Wiring by layer:
Drawn at 3 px/um. Two of the layers only.
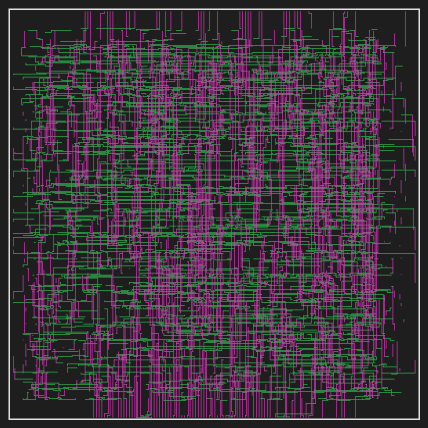
Cell placement:
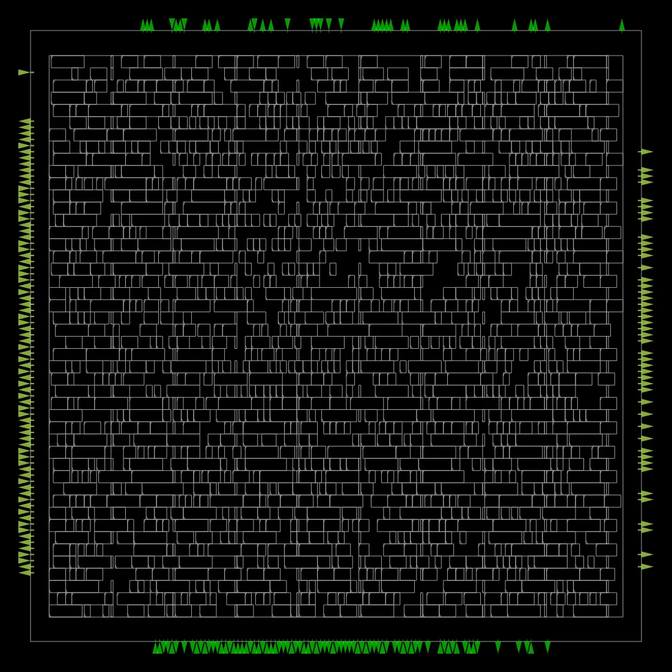
Pin placement:
Drawn at 3 px/um. Pins as bars across the die edge, other pins in grey.
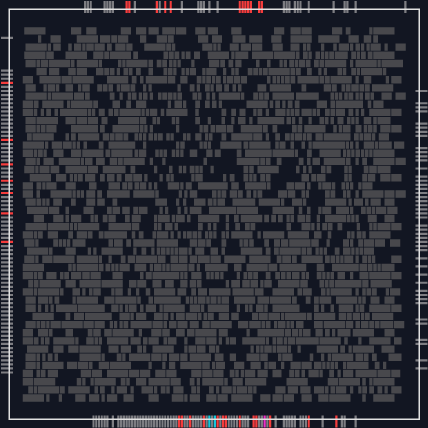
Met2 routing:
Drawn at 3 px/um.
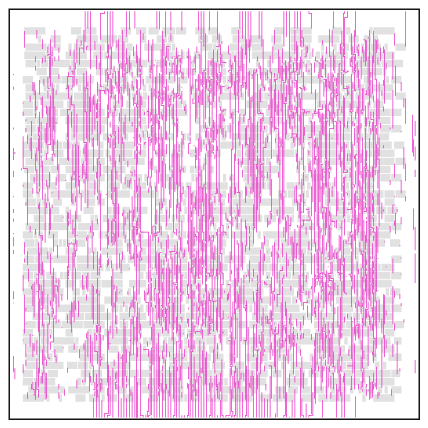
Zoomed window:
Region (48, 48) to (88, 88) um. Cells in grey, sequential cells in the stronger grey; small squares are vias.
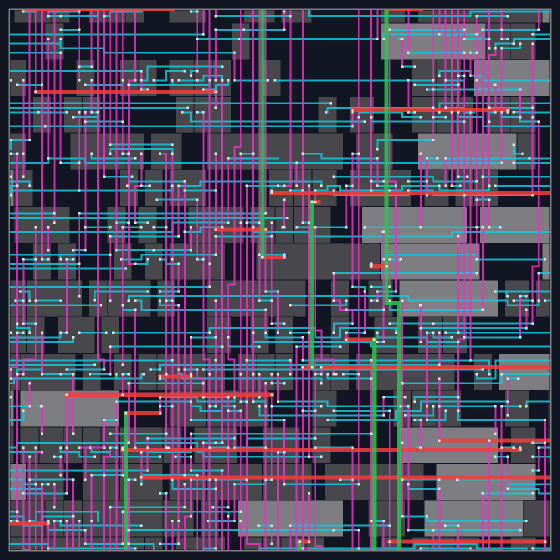
**src/rtl/fetch_pkg.sv**
```systemverilog
// Shared types and constants for the fetch stage: state encoding of the
// redirect tracker, default reset constants and the PC increment helper.
package fetch_pkg;

    typedef enum logic [1:0] {
        ST_SEQ   = 2'd0,  // sequential fetch, no redirect outstanding
        ST_REDIR = 2'd1,  // a redirect was taken for the instruction now in D
        ST_PEND  = 2'd2   // the predicted branch has moved on to E
    } fetch_state_e;

    localparam logic [31:0] RESET_PC_DEFAULT  = 32'h0000_0000;
    localparam logic [31:0] NOP_INSTR_DEFAULT = 32'h0000_0013;
    localparam logic [31:0] PC_STEP           = 32'd4;

    // Next sequential address; wraps naturally at 32 bits.
    function automatic logic [31:0] pc_plus4(input logic [31:0] pc);
        return pc + PC_STEP;
    endfunction

endpackage

```
**src/rtl/fetch_unit_fd_reg.sv**
```systemverilog
// F/D pipeline register: flush inserts a bubble, stall holds, otherwise it
// captures the fetched instruction and its addresses.
module fd_reg
    import fetch_pkg::*;
#(
    parameter logic [31:0] NOP_INSTR = NOP_INSTR_DEFAULT
) (
    input  logic        clk,
    input  logic        reset,
    input  logic        stall,
    input  logic        flush,
    input  logic [31:0] instr_in,
    input  logic [31:0] pc_in,
    input  logic [31:0] pcplus4_in,
    output logic [31:0] instr_out,
    output logic [31:0] pc_out,
    output logic [31:0] pcplus4_out
);

    logic [31:0] instr_d, instr_q;
    logic [31:0] pc_d, pc_q;
    logic [31:0] pcplus4_d, pcplus4_q;

    // Next register contents: flush beats stall, stall beats load.
    always_comb begin
        instr_d   = instr_q;
        pc_d      = pc_q;
        pcplus4_d = pcplus4_q;
        if (flush) begin
            instr_d   = NOP_INSTR;
            pc_d      = 32'h0000_0000;
            pcplus4_d = PC_STEP;
        end else if (!stall) begin
            instr_d   = instr_in;
            pc_d      = pc_in;
            pcplus4_d = pcplus4_in;
        end
    end

    // Register update; reset loads the same bubble as a flush.
    always_ff @(posedge clk) begin
        if (reset) begin
            instr_q   <= NOP_INSTR;
            pc_q      <= 32'h0000_0000;
            pcplus4_q <= PC_STEP;
        end else begin
            instr_q   <= instr_d;
            pc_q      <= pc_d;
            pcplus4_q <= pcplus4_d;
        end
    end

    assign instr_out   = instr_q;
    assign pc_out      = pc_q;
    assign pcplus4_out = pcplus4_q;

endmodule

```
**src/rtl/fetch_unit.sv**
```systemverilog
// Fetch stage with static predict-taken redirect from Decode and recovery on
// an Execute-stage mispredict. Holds the PC, the recovery address and the
// redirect tracking state machine; the F/D register lives in fd_reg.
module fetch_unit
    import fetch_pkg::*;
#(
    parameter logic [31:0] RESET_PC  = RESET_PC_DEFAULT,
    parameter logic [31:0] NOP_INSTR = NOP_INSTR_DEFAULT
) (
    input  logic         clk,
    input  logic         reset,
    input  logic         StallF,
    input  logic         StallD,
    input  logic         FlushD,
    input  logic         branch_D,
    input  logic         jump_D,
    input  logic [31:0]  target_D,
    input  logic         branch_E,
    input  logic         condition_met_E,
    input  logic [31:0]  instr_F,
    output logic [31:0]  PC_F,
    output logic [31:0]  instr_D,
    output logic [31:0]  PC_D,
    output logic [31:0]  PCPlus4_D,
    output logic         branched_flag_F,
    output logic         mispredict_F,
    output fetch_state_e dbg_state,
    output logic [31:0]  dbg_recover_pc
);

    fetch_state_e state_q, state_d;
    logic [31:0]  pc_q, pc_d;
    logic [31:0]  recover_pc_q, recover_pc_d;
    logic         redir_branch_q, redir_branch_d;  // last redirect came from a branch
    logic         mispredict;
    logic         redirect;

    // A predicted-taken branch resolved not-taken in Execute.
    assign mispredict   = branch_E && !condition_met_E;
    assign mispredict_F = mispredict;

    // Redirect only once per D instruction, never while F is stalled, and
    // never from a wrong-path D instruction during a mispredict.
    assign redirect = (branch_D || jump_D) && !branched_flag_F && !StallF && !mispredict;

    // State register.
    always_ff @(posedge clk) begin
        if (reset) begin
            state_q <= ST_SEQ;
        end else begin
            state_q <= state_d;
        end
    end

    // Next-state logic: mispredict and redirect override the normal walk.
    always_comb begin
        state_d = state_q;
        if (mispredict) begin
            state_d = ST_SEQ;
        end else if (redirect) begin
            state_d = ST_REDIR;
        end else begin
            case (state_q)
                ST_REDIR: begin
                    if (!StallD) begin
                        state_d = redir_branch_q ? ST_PEND : ST_SEQ;
                    end
                end
                ST_PEND: state_d = ST_SEQ;
                default: state_d = ST_SEQ;
            endcase
        end
    end

    // FSM outputs.
    always_comb begin
        branched_flag_F = (state_q == ST_REDIR);
        dbg_state       = state_q;
    end

    // PC selection and recovery-address bookkeeping.
    always_comb begin
        pc_d           = pc_q;
        recover_pc_d   = recover_pc_q;
        redir_branch_d = redir_branch_q;
        if (mispredict) begin
            pc_d = recover_pc_q;
        end else if (redirect) begin
            pc_d           = target_D;
            redir_branch_d = branch_D;
            if (branch_D) begin
                recover_pc_d = pc_plus4(PC_D);
            end
        end else if (!StallF) begin
            pc_d = pc_plus4(pc_q);
        end
    end

    // PC and recovery registers.
    always_ff @(posedge clk) begin
        if (reset) begin
            pc_q           <= RESET_PC;
            recover_pc_q   <= 32'h0000_0000;
            redir_branch_q <= 1'b0;
        end else begin
            pc_q           <= pc_d;
            recover_pc_q   <= recover_pc_d;
            redir_branch_q <= redir_branch_d;
        end
    end

    assign PC_F           = pc_q;
    assign dbg_recover_pc = recover_pc_q;

    fd_reg #(
        .NOP_INSTR (NOP_INSTR)
    ) u_fd_reg (
        .clk         (clk),
        .reset       (reset),
        .stall       (StallD),
        .flush       (FlushD),
        .instr_in    (instr_F),
        .pc_in       (pc_q),
        .pcplus4_in  (pc_plus4(pc_q)),
        .instr_out   (instr_D),
        .pc_out      (PC_D),
        .pcplus4_out (PCPlus4_D)
    );

endmodule

```
**config.mk**
```make
export PLATFORM = sky130hd
export DESIGN_NAME = fetch_unit
export DESIGN_NICKNAME = d
export VERILOG_FILES = /design/src/rtl/fetch_pkg.sv /design/src/rtl/fetch_unit_fd_reg.sv /design/src/rtl/fetch_unit.sv
export SDC_FILE = /design/constraint.sdc
export NUM_CORES = 1
export LEC_CHECK = 0
export ABC_AREA = 1
export CORE_MARGIN = 4
export CORE_UTILIZATION = 48
export DETAILED_ROUTE_END_ITERATION = 12
export PLACE_DENSITY_LB_ADDON = 0.08
export SLEW_MARGIN = 20
export SYNTH_ARGS = -nofsm -noshare
export SYNTH_HDL_FRONTEND = slang
export SYNTH_SLANG_ARGS = --single-unit
```
**constraint.sdc**
```tcl
create_clock -name clk -period 1.9 [get_ports clk]
set_clock_uncertainty 0.15 [all_clocks]
set_input_delay 0.19 -clock clk [delete_from_list [all_inputs] [get_ports clk]]
set_output_delay 0.19 -clock clk [all_outputs]
set_load 0.02 [all_outputs]
```
==> impl_metrics.yaml <==
# generated from flow reports
run_status:
  status: "finished, final reports clean"
timing:
  rsz0062_at_grt: "yes"
  period_needed_ns: 1.87
  maxSlewViolCount: 0
clocking:
  htree_num_levels: 4
  clk-insertion-delay-late_ns: 0.43
  clockRootBuffer: "clkbuf_16"
  postCtsSetupBuffers: 0
min_path:
  hold_class: "in -> reg"
pwr:
  switching_share_pct: 29.2
  p_leak_nw: 5.14
  ir_worst_vdd_uv: 665
  power.internal_w: 0.00608
  p_seq_w: 0.00367
  switching_power_w: 0.00250
  pwr-share-comb_pct: 17.3
  sequentialPowerShare_pct: 42.7
  p_clk_w: 0.00344
logic_synthesis:
  top_logic_kind: "simple AND/OR/NAND/NOR gates"
  ys_ff: 161
  synth_seq_share_pct: 40.9
  ys_sh_adder_pct: 0.318
  ys_async_sr_fraction_pct: 0
  ys_warn_count: 0
  syn_inst: 1155
  synth.distinct_cells: 37
placement:
  gp_congestion: 0.986
  dp.cells: 1623
  dp_hpwl_um: 22100
final_layout:
  syn2layout_area_growth_pct: 48.3
  combGateArea_mm2: 0.00391
  n_all_buffers: 312
  lay_top_cells: "nand2_1 (263), clkdlybuf4s50_1 (203), inv_1 (156), dfxtp_1 (151), a21oi_1 (115)"
  drive_above_1_share_pct: 12.0
  seq_share_pct: 27.7
worst_setup_path:
  cp-endpoint: "PC_F[16]"
  slowest_delay_ns: 0.68
  critPathBufInv: 1
  cp.required_ns: 1.56
  path_cells: "clkdlybuf4s50_1"
  cp_num_cells: 1
  cp-startpoint: "PC_F[16]"
  crit_arrival_ns: 1.53
  rrSetupSlack_ns: 0.06
  crit_path_end_kind: "output port"
  crit_type: "reg -> out"
routing:
  drt-met1-wl_um: 12500
  wl_met2_um: 13100
  via_per_inst: 5.23
  top_layer: "met4"
  first_pass_iters: 7
global_routing:
  grt_antenna_before_repair: 0
  top_usage_layer: "met2"
  overflow: 0
  use_met1_pct: 41.4
die:
  coreArea_mm2: 0.0160
  dieArea_mm2: 0.0185
  tap_cells: 216
run:
  tool_warnings: 27
-- 'wiring by layer' (at the start) --
colour	layer	wire length
magenta	metal 2	13100 um
green	metal 1	12500 um
vias post-DR: 8663
final WL: 29100 um
GRT Overall Usage: 31.1%
detailed-route wire length per cell: 17.5 um

-- 'cell placement' (at the start) --
Cell Rows: 46
post-layout util: 73.1%
Fillers: 1364

-- 'pin placement' (at the start) --
colour	port	pins	direction	edge
cyan	`dbg_state`	2	output	bottom
red	`PC_F`	32	output	13 bottom, 12 top, 7 left
magenta	`branch_D`	1	input	bottom
Die Span Y: 136 um
count of input and output buffers: 236
DIE WIDTH: 136 um

-- 'met2 routing' (at the start) --
longest straight run	54.1 um
wire length on this layer	13100 um
share of all routed wire	45%
nets with wire on the layer	1202
main direction	vertical
routing usage on met2: 48.7%

-- 'zoomed window' (at the start) --
colour	layer
green	metal 4
cyan	metal 1
red	metal 3
magenta	metal 2
netlist names of flops here include	`u_fd_reg.pc_out` (8), `PC_F` (3)
cells with their middle in the window	141
sequential cells in the window	13
most frequent	nand2_1 (28), inv_1 (21), o21ai_0 (19)

Power and IR drop assume default switching activity.
